==> config.mk <==
export PLATFORM = sky130hd
export DESIGN_NAME = serial_subtractor
export DESIGN_NICKNAME = d
export VERILOG_FILES = /design/src/rtl/serial_subtractor.sv
export SDC_FILE = /design/constraint.sdc
export NUM_CORES = 1
export LEC_CHECK = 0
export CAP_MARGIN = 20
export CORE_ASPECT_RATIO = 0.8
export CORE_UTILIZATION = 51
export CTS_CLUSTER_SIZE = 12
export DETAILED_ROUTE_END_ITERATION = 8
export PLACE_DENSITY = 0.78
export SLEW_MARGIN = 25
export SYNTH_ARGS = -nofsm -noshare
export SYNTH_HDL_FRONTEND = slang
export SYNTH_SLANG_ARGS = --single-unit
==> constraint.sdc <==
create_clock -name clk -period 1.4 [get_ports clk]
set_input_delay 0.35 -clock clk [delete_from_list [all_inputs] [get_ports clk]]
set_output_delay 0.35 -clock clk [all_outputs]
set_load 0.01 [all_outputs]
==> src/rtl/serial_subtractor.sv <==
// rtl/serial_subtractor.sv - bit-serial A - B - Bin, LSB first, start/done handshake (optional ovf output: SERIAL_SUB_OVF_EN)
module serial_subtractor #(
    parameter int WIDTH = 8,
    parameter int CNT_W = $clog2(WIDTH + 1)
) (
    input  logic             clk,
    input  logic             rst_n,
    input  logic             start,
    input  logic [WIDTH-1:0] A,
    input  logic [WIDTH-1:0] B,
    input  logic             Bin,
    output logic             busy,
    output logic             done,
    output logic [WIDTH-1:0] D,
`ifdef SERIAL_SUB_OVF_EN
    output logic             Bout,
    output logic             ovf
`else
    output logic             Bout
`endif
);

    typedef enum logic {IDLE, RUN} state_t;

    state_t           state_q, state_d;
    logic [CNT_W-1:0] cnt_q, cnt_d;
    logic [WIDTH-1:0] a_sr_q, a_sr_d;
    logic [WIDTH-1:0] b_sr_q, b_sr_d;
    logic [WIDTH-1:0] diff_q, diff_d;
    logic [WIDTH-1:0] d_q, d_d;
    logic             br_q, br_d;
    logic             bout_q, bout_d;
    logic             busy_q, busy_d;
    logic             done_q, done_d;
`ifdef SERIAL_SUB_OVF_EN
    logic             ovf_q, ovf_d;
`endif

    // Single full-subtractor cell operating on the current LSBs.
    logic             a_bit, b_bit, d_bit, br_next, last_bit;
    logic [WIDTH-1:0] diff_sh;

    assign a_bit    = a_sr_q[0];
    assign b_bit    = b_sr_q[0];
    assign d_bit    = a_bit ^ b_bit ^ br_q;
    assign br_next  = (~a_bit & b_bit) | (~(a_bit ^ b_bit) & br_q);
    assign last_bit = (cnt_q == CNT_W'(WIDTH - 1));
    assign diff_sh  = WIDTH'({d_bit, diff_q} >> 1);

    always_comb begin
        state_d = state_q;
        cnt_d   = cnt_q;
        a_sr_d  = a_sr_q;
        b_sr_d  = b_sr_q;
        diff_d  = diff_q;
        d_d     = d_q;
        br_d    = br_q;
        bout_d  = bout_q;
        done_d  = 1'b0;
`ifdef SERIAL_SUB_OVF_EN
        ovf_d   = ovf_q;
`endif
        case (state_q)
            IDLE: begin
                if (start) begin
                    state_d = RUN;
                    a_sr_d  = A;
                    b_sr_d  = B;
                    br_d    = Bin;
                    cnt_d   = '0;
                end
            end
            RUN: begin
                a_sr_d = a_sr_q >> 1;
                b_sr_d = b_sr_q >> 1;
                diff_d = diff_sh;
                br_d   = br_next;
                cnt_d  = cnt_q + CNT_W'(1);
                if (last_bit) begin
                    state_d = IDLE;
                    d_d     = diff_sh;
                    bout_d  = br_next;
                    done_d  = 1'b1;
`ifdef SERIAL_SUB_OVF_EN
                    // Signed overflow: borrow into the MSB cell differs from borrow out.
                    ovf_d   = br_q ^ br_next;
`endif
                end
            end
            default: state_d = IDLE;
        endcase
        busy_d = (state_d == RUN);
    end

    always_ff @(posedge clk) begin
        if (!rst_n) begin
            state_q <= IDLE;
            cnt_q   <= '0;
            a_sr_q  <= '0;
            b_sr_q  <= '0;
            diff_q  <= '0;
            d_q     <= '0;
            br_q    <= 1'b0;
            bout_q  <= 1'b0;
            busy_q  <= 1'b0;
            done_q  <= 1'b0;
`ifdef SERIAL_SUB_OVF_EN
            ovf_q   <= 1'b0;
`endif
        end else begin
            state_q <= state_d;
            cnt_q   <= cnt_d;
            a_sr_q  <= a_sr_d;
            b_sr_q  <= b_sr_d;
            diff_q  <= diff_d;
            d_q     <= d_d;
            br_q    <= br_d;
            bout_q  <= bout_d;
            busy_q  <= busy_d;
            done_q  <= done_d;
`ifdef SERIAL_SUB_OVF_EN
            ovf_q   <= ovf_d;
`endif
        end
    end

    assign busy = busy_q;
    assign done = done_q;
    assign D    = d_q;
    assign Bout = bout_q;
`ifdef SERIAL_SUB_OVF_EN
    assign ovf  = ovf_q;
`endif

endmodule
==> impl_metrics.json, run 1 <==
{
  "min_from": "D[1]",
  "nets": 233,
  "arrival_ns": 1.52,
  "setup_viol": 0,
  "global_route.usage.met2_pct": 32.66,
  "seq_area_share_pct": 36.84,
  "rrSetupSlack_ns": 0.11,
  "cp_max_fo": 19,
  "synth.distinct_cells": 27,
  "logic_gates": 127,
  "met2_length_microns": 1472,
  "area_delta_synth_final_pct": 23.02,
  "buffer_area_share_pct": 16.82,
  "top_usage_layer": "met2",
  "yosys_area_sq_um": 1723,
  "logic_area_sq_um": 852.1,
  "finalCritPeriodShare_pct": 95.29,
  "pwr-share-clk_pct": 32.1,
  "num-nonclk-inverters": 2,
  "routabilityCongestion": 0.7967,
  "syn-instance-count": 180,
  "nClkBuffers": 6,
  "seq-power_mw": 1.18,
  "holdPathEnd": "D[1]",
  "rows": 18,
  "use_met1_pct": 23.42,
  "wl_microns": 3115,
  "warning_count": 26,
  "dr_wl_met3_microns": 127,
  "switching_share_pct": 22.90,
  "cp-startpoint": "start",
  "ff_count": 39,
  "seq_power_share_pct": 55.4,
  "syn-num-nets": 202,
  "fa_ha_area_share_pct": 1.888,
  "ctsResizeCount": 11,
  "power.net_switching_mw": 0.4855,
  "comb_share_pct": 40.20,
  "cp.required_ns": 1.59,
  "worstPathBufferInverterCount": 2,
  "place_ws_ns": -0.2491,
  "cp.depth": 5,
  "yosys_cells": 180,
  "slew_headroom_pct": 84.38,
  "p_comb_share_pct": 12.4,
  "critPathKind": "in -> reg",
  "synth.top_cell.area_share_pct": 45.32,
  "vias": 1264,
  "signal_buffers": 36,
  "worst-slew-pin-transition_ns": 0.2335,
  "synth-simple-area-share_pct": 21.21,
  "grt_max_degree": 47,
  "fin_cells": 250,
  "yosys_warnings": 0,
  "grt_pass1_wl_microns": 5085,
  "fin_skew_ns": 0.008969,
  "clkTransAtPathRegs_ns": 0.07,
  "via_per_inst": 5.056,
  "crit_path_start_kind": "input port",
  "initCoreUtil_pct": 54.64,
  "drc": 0,
  "flop_cell": "dfxtp_1",
  "p_per_area_nw_per_um2": 1000,
  "comb_power_mw": 0.264,
  "synthTopCellsByCount": "dfxtp_1, nand2_1, mux2i_1",
  "globalRouteOverflowTotal": 0,
  "r2r_start": "cnt_q[0]",
  "syn_area_per_cell_sq_um": 9.572,
  "cp_slowest_cell": "clkdlybuf4s50_1",
  "ys_top_cells_by_area": "dfxtp_1, mux2i_1, nand2_1",
  "synth_seq_share_pct": 45.32,
  "finalHoldViolations": 0,
  "critical_path.top_delay_family": "buffers and inverters",
  "finalPower_mw": 2.120,
  "status": "finished, final reports clean",
  "first_iter_violations": 63,
  "ant_nets": 0
}
Figure 1. Placed cells, one color a class (run 1).
Bar = 20 microns. Fill, decap, tap and diode cells in gray.
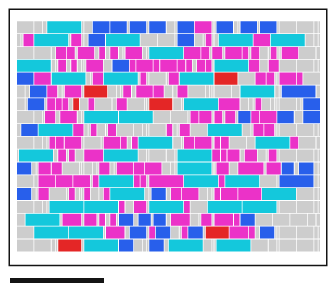
Key: magenta = all other logic [cells 129, share of their area 42%]; cyan = flip-flops [cells 39, share of their area 38%]; red = clock drivers and dummy loads [cells 6, share of their area 3.5%]; blue = other buffers and delay cells [cells 36, share of their area 17%]

Figure 2. The clock network (run 1).
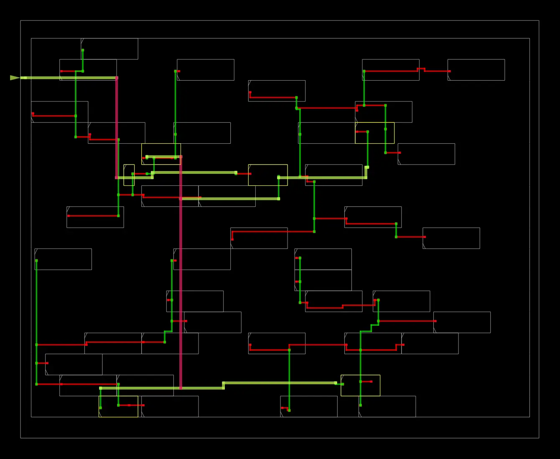
Num CTS Buffers: 5
clk sinks: 39
Clock Power: 0.681 mW

Figure 3. M2 wires (run 1).
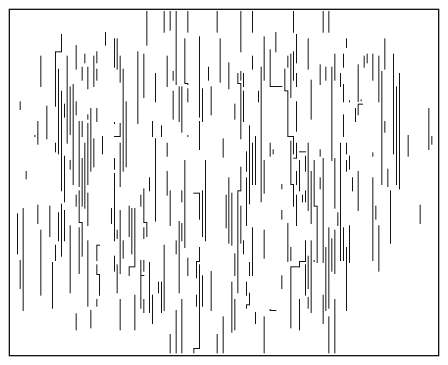
195 nets have wire on it. The longest straight run is 21.1 microns. The layer carries 1470 microns of wire. The layer holds 47% of the routed length.

==> run 2: changes to the inputs <==
--- a/config.mk
+++ b/config.mk
@@ -8,7 +8,6 @@
 export CAP_MARGIN = 20
 export CORE_ASPECT_RATIO = 0.8
 export CORE_UTILIZATION = 51
-export CTS_CLUSTER_SIZE = 12
 export DETAILED_ROUTE_END_ITERATION = 8
 export PLACE_DENSITY = 0.78
 export SLEW_MARGIN = 25
Figure 4. Placed cells, one color a class (run 2).
Bar = 20 microns. Fill, decap, tap and diode cells in gray.
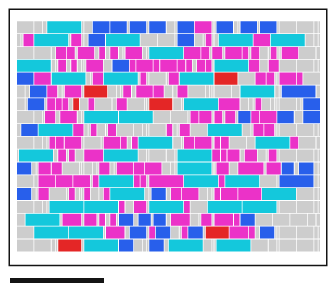
Key: magenta = all other logic [cells 129, share of their area 42%]; blue = other buffers and delay cells [cells 36, share of their area 17%]; red = clock drivers and dummy loads [cells 6, share of their area 3.5%]; cyan = flip-flops [cells 39, share of their area 38%]

==> impl_metrics.json, run 2 <==
{
  "clock-sinks": 39,
  "use_met1_pct": 23.42,
  "synthTopCellsByCount": "dfxtp_1, nand2_1, mux2i_1",
  "initCoreUtil_pct": 54.64,
  "syn-num-nets": 202,
  "synth_seq_share_pct": 45.32,
  "clkTransAtPathRegs_ns": 0.07,
  "yosys_area_sq_um": 1723,
  "top_usage_layer": "met2",
  "synth-simple-area-share_pct": 21.21,
  "status": "finished, final reports clean",
  "finalPower_mw": 2.120,
  "crit_path_start_kind": "input port",
  "cp.required_ns": 1.59,
  "global_route.usage.met2_pct": 32.66,
  "globalRouteOverflowTotal": 0,
  "signal_buffers": 36,
  "nClkBuffers": 6,
  "routabilityCongestion": 0.7967,
  "cp_max_fo": 19,
  "seq_power_share_pct": 55.4,
  "syn-instance-count": 180,
  "min_from": "D[1]",
  "worstPathBufferInverterCount": 2,
  "synth.top_cell.area_share_pct": 45.32,
  "flop_cell": "dfxtp_1",
  "critical_path.top_delay_family": "buffers and inverters",
  "comb_share_pct": 40.20,
  "rrSetupSlack_ns": 0.11,
  "logic_area_sq_um": 852.1,
  "place_ws_ns": -0.2491,
  "syn_area_per_cell_sq_um": 9.572,
  "power.net_switching_mw": 0.4855,
  "fin_skew_ns": 0.008969,
  "arrival_ns": 1.52,
  "first_iter_violations": 63,
  "cp-startpoint": "start",
  "grt_pass1_wl_microns": 5085,
  "critPathKind": "in -> reg",
  "comb_power_mw": 0.264,
  "p_comb_share_pct": 12.4,
  "seq_area_share_pct": 36.84,
  "p_clk_mw": 0.681,
  "seq-power_mw": 1.18,
  "drc": 0
}
Power and IR drop assume default switching activity.
